**src/rtl/dpram_arbiter_pkg.sv**
```systemverilog
// -----------------------------------------------------------------------------
// dpram_arb_pkg
// Shared definitions for the page-table dpram arbiter:
//   NUM_REQ_DEF  default requester count
//   PTR_W        round-robin pointer width for the default requester count
//   ID_W         width of the requester id held in a grant tag (covers 8)
//   grant_tag_t  per-port tag registered at grant time: {vld, rd, id}
// -----------------------------------------------------------------------------
package dpram_arb_pkg;

    localparam int NUM_REQ_DEF = 4;
    localparam int PTR_W       = $clog2(NUM_REQ_DEF);
    localparam int ID_W        = 3;

    // vld: the port was granted; rd: the granted access was a read;
    // id: which requester owns the response.
    typedef struct packed {
        logic            vld;
        logic            rd;
        logic [ID_W-1:0] id;
    } grant_tag_t;

endpackage

```
**src/rtl/dpram_arbiter_if.sv**
```systemverilog
// -----------------------------------------------------------------------------
// dpram_arbiter_if
// Requester-side bus of the dpram arbiter.
//   req_valid/req_ready/req_wen  one bit per requester
//   req_addr/req_wdata           packed, requester i at [i*W +: W]
//   rsp_valid/rsp_port           one bit per requester
//   rsp_rdata/rsp_rdata_b        shared read buses for port A / port B
// Modports: master = requester side, slave = arbiter side.
// -----------------------------------------------------------------------------
interface dpram_arbiter_if #(
    parameter int NUM_REQ    = 4,
    parameter int DATA_WIDTH = 64,
    parameter int ADDR_WIDTH = 6
);
    logic [NUM_REQ-1:0]            req_valid;
    logic [NUM_REQ-1:0]            req_ready;
    logic [NUM_REQ-1:0]            req_wen;
    logic [NUM_REQ*ADDR_WIDTH-1:0] req_addr;
    logic [NUM_REQ*DATA_WIDTH-1:0] req_wdata;
    logic [NUM_REQ-1:0]            rsp_valid;
    logic [NUM_REQ-1:0]            rsp_port;
    logic [DATA_WIDTH-1:0]         rsp_rdata;
    logic [DATA_WIDTH-1:0]         rsp_rdata_b;

    modport master (
        output req_valid, req_wen, req_addr, req_wdata,
        input  req_ready, rsp_valid, rsp_port, rsp_rdata, rsp_rdata_b
    );

    modport slave (
        input  req_valid, req_wen, req_addr, req_wdata,
        output req_ready, rsp_valid, rsp_port, rsp_rdata, rsp_rdata_b
    );
endinterface

```
**src/rtl/dpram_arbiter_rr_pick.sv**
```systemverilog
// -----------------------------------------------------------------------------
// rr_pick
// Round-robin picker: finds the first set bit of req at or after index start,
// wrapping around. Implemented as rotate-by-start, find-first-one, unrotate.
//   req    in   NUM_REQ  candidate vector
//   start  in   PW       search start index (must be < NUM_REQ)
//   found  out  1        some candidate present
//   idx    out  PW       index of the chosen candidate (valid when found)
// -----------------------------------------------------------------------------
module rr_pick
    import dpram_arb_pkg::*;
#(
    parameter int NUM_REQ = NUM_REQ_DEF,
    parameter int PW      = PTR_W
) (
    input  logic [NUM_REQ-1:0] req,
    input  logic [PW-1:0]      start,
    output logic               found,
    output logic [PW-1:0]      idx
);
    logic [NUM_REQ-1:0] rot;
    logic [PW-1:0]      first_k;

    // rot[k] is the requester k positions after start
    for (genvar gi = 0; gi < NUM_REQ; gi++) begin : g_rot
        logic [PW-1:0] src;
        assign src     = PW'((int'(start) + gi) % NUM_REQ);
        assign rot[gi] = req[src];
    end

    // Descending scan so the lowest rotated position wins
    always_comb begin
        found   = 1'b0;
        first_k = '0;
        for (int i = NUM_REQ - 1; i >= 0; i--) begin
            if (rot[i]) begin
                found   = 1'b1;
                first_k = PW'(i);
            end
        end
    end

    assign idx = PW'((int'(start) + int'(first_k)) % NUM_REQ);

endmodule

```
**src/rtl/dpram_arbiter.sv**
```systemverilog
// -----------------------------------------------------------------------------
// dpram_arbiter
// Shares both ports of one dpram between NUM_REQ requesters (MMU table-walk and
// update clients). Up to two grants per cycle, one per RAM port, round-robin.
//   clk, rst_n                  clock, asynchronous active-low reset
//   bus (slave)                 requester handshake and read responses
//   wen_a/addr_a/data_a, q_a    dpram port A
//   wen_b/addr_b/data_b, q_b    dpram port B
// Reads return one cycle after the grant on rsp_rdata (port A) or rsp_rdata_b
// (port B), selected per requester by rsp_port. Writes complete at handshake.
// -----------------------------------------------------------------------------
module dpram_arbiter
    import dpram_arb_pkg::*;
#(
    parameter int NUM_REQ    = 4,
    parameter int DATA_WIDTH = 64,
    parameter int ADDR_WIDTH = 6
) (
    input  logic                  clk,
    input  logic                  rst_n,
    dpram_arbiter_if.slave        bus,
    output logic                  wen_a,
    output logic [ADDR_WIDTH-1:0] addr_a,
    output logic [DATA_WIDTH-1:0] data_a,
    input  logic [DATA_WIDTH-1:0] q_a,
    output logic                  wen_b,
    output logic [ADDR_WIDTH-1:0] addr_b,
    output logic [DATA_WIDTH-1:0] data_b,
    input  logic [DATA_WIDTH-1:0] q_b
);
    localparam int PW = $clog2(NUM_REQ);

    logic [PW-1:0]         ptr_reg, ptr_next;
    grant_tag_t            tag_a_reg, tag_a_next;
    grant_tag_t            tag_b_reg, tag_b_next;

    logic [ADDR_WIDTH-1:0] addr_arr  [NUM_REQ];
    logic [DATA_WIDTH-1:0] wdata_arr [NUM_REQ];

    logic                  a_found, b_found;
    logic [PW-1:0]         a_idx, b_idx;
    logic [PW-1:0]         a_succ, b_succ;
    logic [NUM_REQ-1:0]    a_onehot;
    logic [NUM_REQ-1:0]    b_cand;
    logic                  hazard;
    logic                  grant_a, grant_b;
    logic [NUM_REQ-1:0]    ready_vec;
    logic [NUM_REQ-1:0]    rsp_valid_vec;
    logic [NUM_REQ-1:0]    rsp_port_vec;

    // Unpack per-requester address/data
    for (genvar gi = 0; gi < NUM_REQ; gi++) begin : g_unpack
        assign addr_arr[gi]  = bus.req_addr[gi*ADDR_WIDTH +: ADDR_WIDTH];
        assign wdata_arr[gi] = bus.req_wdata[gi*DATA_WIDTH +: DATA_WIDTH];
        assign a_onehot[gi]  = a_found && (a_idx == PW'(gi));
    end

    assign a_succ = PW'((int'(a_idx) + 1) % NUM_REQ);
    assign b_succ = PW'((int'(b_idx) + 1) % NUM_REQ);

    // Port A: first valid at or after ptr
    rr_pick #(.NUM_REQ(NUM_REQ), .PW(PW)) u_pick_a (
        .req   (bus.req_valid),
        .start (ptr_reg),
        .found (a_found),
        .idx   (a_idx)
    );

    // Port B: next valid after the A grantee, A grantee excluded
    assign b_cand = bus.req_valid & ~a_onehot;

    rr_pick #(.NUM_REQ(NUM_REQ), .PW(PW)) u_pick_b (
        .req   (b_cand),
        .start (a_succ),
        .found (b_found),
        .idx   (b_idx)
    );

    // A write on either port to the shared address makes the port order
    // observable, so B backs off and retries; read/read is harmless.
    assign hazard = a_found && b_found &&
                    (addr_arr[a_idx] == addr_arr[b_idx]) &&
                    (bus.req_wen[a_idx] || bus.req_wen[b_idx]);

    // rst_n gating keeps grants and RAM writes quiet while held in reset
    assign grant_a = a_found && rst_n;
    assign grant_b = b_found && !hazard && rst_n;

    for (genvar gi = 0; gi < NUM_REQ; gi++) begin : g_ready
        assign ready_vec[gi] = (grant_a && (a_idx == PW'(gi))) ||
                               (grant_b && (b_idx == PW'(gi)));
    end
    assign bus.req_ready = ready_vec;

    // RAM port drive; ungranted ports are held at zero
    assign wen_a  = grant_a && bus.req_wen[a_idx];
    assign addr_a = grant_a ? addr_arr[a_idx]  : '0;
    assign data_a = grant_a ? wdata_arr[a_idx] : '0;
    assign wen_b  = grant_b && bus.req_wen[b_idx];
    assign addr_b = grant_b ? addr_arr[b_idx]  : '0;
    assign data_b = grant_b ? wdata_arr[b_idx] : '0;

    always_comb begin
        ptr_next = ptr_reg;
        if (grant_b) begin
            ptr_next = b_succ;
        end else if (grant_a) begin
            ptr_next = a_succ;
        end
    end

    always_comb begin
        tag_a_next     = '0;
        tag_a_next.vld = grant_a;
        tag_a_next.rd  = grant_a && !bus.req_wen[a_idx];
        tag_a_next.id  = ID_W'(a_idx);
        tag_b_next     = '0;
        tag_b_next.vld = grant_b;
        tag_b_next.rd  = grant_b && !bus.req_wen[b_idx];
        tag_b_next.id  = ID_W'(b_idx);
    end

    always_ff @(posedge clk or negedge rst_n) begin
        if (!rst_n) begin
            ptr_reg   <= '0;
            tag_a_reg <= '0;
            tag_b_reg <= '0;
        end else begin
            ptr_reg   <= ptr_next;
            tag_a_reg <= tag_a_next;
            tag_b_reg <= tag_b_next;
        end
    end

    // Response routing from the tags registered at grant time
    for (genvar gi = 0; gi < NUM_REQ; gi++) begin : g_rsp
        logic hit_a, hit_b;
        assign hit_a = tag_a_reg.vld && tag_a_reg.rd && (tag_a_reg.id == ID_W'(gi));
        assign hit_b = tag_b_reg.vld && tag_b_reg.rd && (tag_b_reg.id == ID_W'(gi));
        assign rsp_valid_vec[gi] = hit_a || hit_b;
        assign rsp_port_vec[gi]  = hit_b;
    end

    assign bus.rsp_valid   = rsp_valid_vec;
    assign bus.rsp_port    = rsp_port_vec;
    assign bus.rsp_rdata   = q_a;
    assign bus.rsp_rdata_b = q_b;

endmodule

```
**src/flat_wrapper.sv**
```systemverilog
// flat-port wrapper written by rule: the top's interface ports become plain ports
module dpram_arbiter_flat import dpram_arb_pkg::*;
#(
    parameter int NUM_REQ    = 4,
    parameter int DATA_WIDTH = 64,
    parameter int ADDR_WIDTH = 6
)
  (clk, rst_n, wen_a, addr_a, data_a, q_a, wen_b, addr_b, data_b, q_b, bus_req_valid, bus_req_wen, bus_req_addr, bus_req_wdata, bus_req_ready, bus_rsp_valid, bus_rsp_port, bus_rsp_rdata, bus_rsp_rdata_b);
  dpram_arbiter_if #(.NUM_REQ(NUM_REQ), .DATA_WIDTH(DATA_WIDTH), .ADDR_WIDTH(ADDR_WIDTH)) bus_i ();
  input  logic clk;
  input  logic rst_n;
  output logic wen_a;
  output logic [ADDR_WIDTH-1:0] addr_a;
  output logic [DATA_WIDTH-1:0] data_a;
  input  logic [DATA_WIDTH-1:0] q_a;
  output logic wen_b;
  output logic [ADDR_WIDTH-1:0] addr_b;
  output logic [DATA_WIDTH-1:0] data_b;
  input  logic [DATA_WIDTH-1:0] q_b;
  input wire logic [$bits(bus_i.req_valid)-1:0] bus_req_valid;
  input wire logic [$bits(bus_i.req_wen)-1:0] bus_req_wen;
  input wire logic [$bits(bus_i.req_addr)-1:0] bus_req_addr;
  input wire logic [$bits(bus_i.req_wdata)-1:0] bus_req_wdata;
  output wire logic [$bits(bus_i.req_ready)-1:0] bus_req_ready;
  output wire logic [$bits(bus_i.rsp_valid)-1:0] bus_rsp_valid;
  output wire logic [$bits(bus_i.rsp_port)-1:0] bus_rsp_port;
  output wire logic [$bits(bus_i.rsp_rdata)-1:0] bus_rsp_rdata;
  output wire logic [$bits(bus_i.rsp_rdata_b)-1:0] bus_rsp_rdata_b;
  assign bus_i.req_valid = bus_req_valid;
  assign bus_i.req_wen = bus_req_wen;
  assign bus_i.req_addr = bus_req_addr;
  assign bus_i.req_wdata = bus_req_wdata;
  assign bus_req_ready = bus_i.req_ready;
  assign bus_rsp_valid = bus_i.rsp_valid;
  assign bus_rsp_port = bus_i.rsp_port;
  assign bus_rsp_rdata = bus_i.rsp_rdata;
  assign bus_rsp_rdata_b = bus_i.rsp_rdata_b;
  dpram_arbiter #(.NUM_REQ(NUM_REQ), .DATA_WIDTH(DATA_WIDTH), .ADDR_WIDTH(ADDR_WIDTH)) u_core (.clk(clk), .rst_n(rst_n), .bus(bus_i), .wen_a(wen_a), .addr_a(addr_a), .data_a(data_a), .q_a(q_a), .wen_b(wen_b), .addr_b(addr_b), .data_b(data_b), .q_b(q_b));
endmodule
```
**config.mk**
```make
export PLATFORM = sky130hd
export DESIGN_NAME = dpram_arbiter_flat
export DESIGN_NICKNAME = d
export VERILOG_FILES = /design/src/rtl/dpram_arbiter_pkg.sv /design/src/rtl/dpram_arbiter_if.sv /design/src/rtl/dpram_arbiter_rr_pick.sv /design/src/rtl/dpram_arbiter.sv /design/src/flat_wrapper.sv
export SDC_FILE = /design/constraint.sdc
export NUM_CORES = 1
export LEC_CHECK = 0
export CAP_MARGIN = 20
export CELL_PAD_IN_SITES_DETAIL_PLACEMENT = 1
export CELL_PAD_IN_SITES_GLOBAL_PLACEMENT = 2
export CORE_AREA = 8 8 268 270
export CTS_CLUSTER_SIZE = 20
export DETAILED_ROUTE_END_ITERATION = 8
export DIE_AREA = 0 0 276 278
export PLACE_DENSITY = 0.65
export SLEW_MARGIN = 0
export SYNTH_ARGS = -nofsm -noshare
export SYNTH_HDL_FRONTEND = slang
export SYNTH_SLANG_ARGS = --single-unit
```
**constraint.sdc**
```tcl
create_clock -name clk -period 31.3 [get_ports clk]
set_clock_uncertainty 0.15 [all_clocks]
set_input_delay 9.39 -clock clk [delete_from_list [all_inputs] [get_ports clk]]
set_output_delay 9.39 -clock clk [all_outputs]
set_load 0.05 [all_outputs]
```
Metal layers overlaid:
Drawn at 1 px/um. Only two layers are drawn.
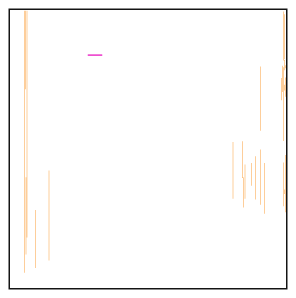
[M4] orange | wire length: 1540 um
[M5] magenta | wire length: 12.9 um
Routed WL: 43510 um
number of vias in the routed layout: 6730

Ports around the boundary:
Drawn at 1.5 px/um. Pins as bars across the die edge, other pins in gray.
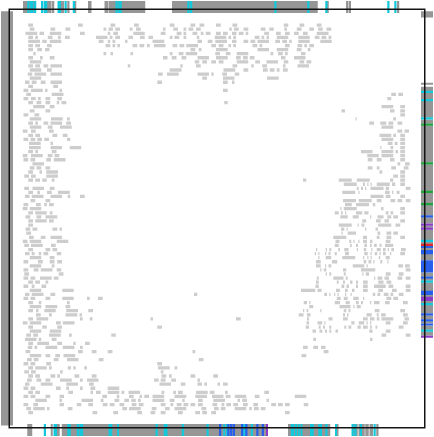
[addr_a] purple | pins: 6 | direction: output | edge: 5 right, 1 bottom
[rst_n] red | pins: 1 | direction: input | edge: right
[bus_req_addr] blue | pins: 24 | direction: input | edge: 16 right, 8 bottom
[bus_rsp_port] green | pins: 4 | direction: output | edge: right
[q_b] cyan | pins: 64 | direction: input | edge: 36 bottom, 21 top, 7 right
count of buffers from port buffering: 443
die height: 278 um

Logic cells by family:
Drawn at 1.5 px/um.
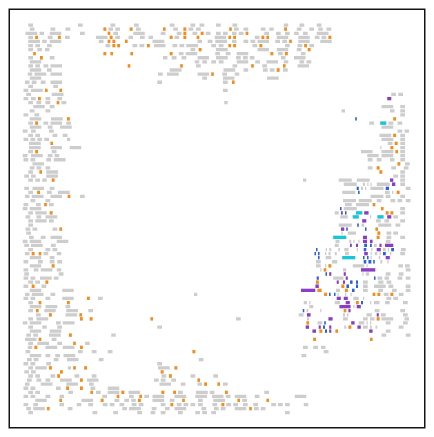
[fa/ha/maj cells] cyan | cells: 6 | most used: ha_1 | where: middle right
[and/or cells] orange | cells: 150 | most used: and2_1 | where: all over the die
[aoi and oai cells] purple | cells: 43 | most used: o21ai_0
[nand cells] blue | cells: 38 | most used: nand2_1 | where: middle right
Final Instance Count excl. Fillers: 1812
multi-input gate share of total cell area: 46.27%
most used logic cell in the final layout: sky130_fd_sc_hd__clkdlybuf4s50_1

The clock network:
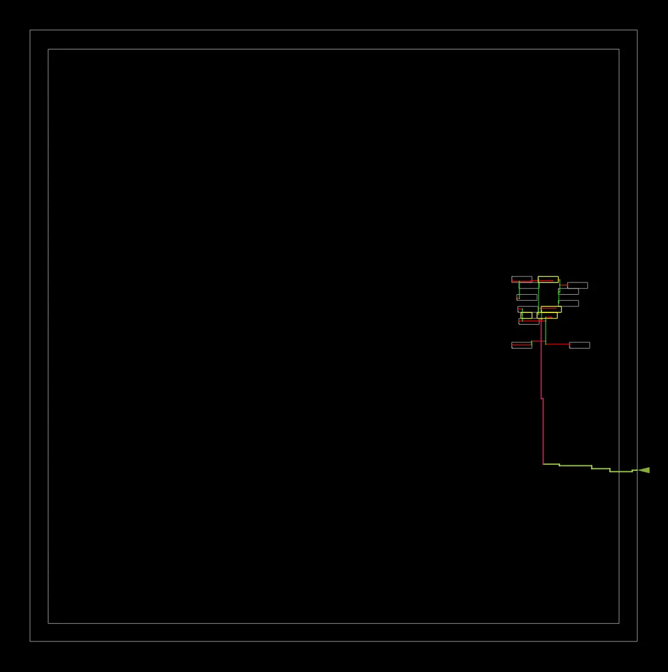
clock buffers created by TritonCTS: 3
clock latency reported for the late side of the worst-skew pair: 0.23 ns

==> reports/qor.txt <==
aoi/oai-family share of the synthesized area -> 6.696%
Detailed Place HPWL -> 37810 um
design area -> 11140 um^2
number of buffers on the longest clock path -> 2
Net count, final -> 1351
final weighted congestion in routability-driven placement -> 0.7855
fraction of final layout cells sized beyond drive strength 1 -> 17.60%
final tally of setup violations -> 0
Synth async-reset ratio -> 100.0%
Met1 Wirelength -> 16910 um
r2r endpoint -> u_core.ptr_reg[1]$_DFFE_PN0P_
Resize count post-CTS -> 0
flip-flop cell with the highest count after synthesis -> sky130_fd_sc_hd__dfrtp_1
result of the run -> finished clean
synthesized-area fraction occupied by xor and xnor cells -> 1.166%
worst setup slack after layout -> 4.562 ns
area of the core region -> 67750 um^2
number of well taps -> 882
final setup TNS -> 0 ns
Cells after DPL -> 1804
number of multi-input combinational cells -> 451
area of all sequential standard cells -> 250.2 um^2
dominant cells by area after synthesis -> sky130_fd_sc_hd__mux4_2 45%, sky130_fd_sc_hd__buf_4 15%, sky130_fd_sc_hd__and2_1 13%, sky130_fd_sc_hd__dfrtp_1 3.8%, sky130_fd_sc_hd__mux2i_1 2.3%
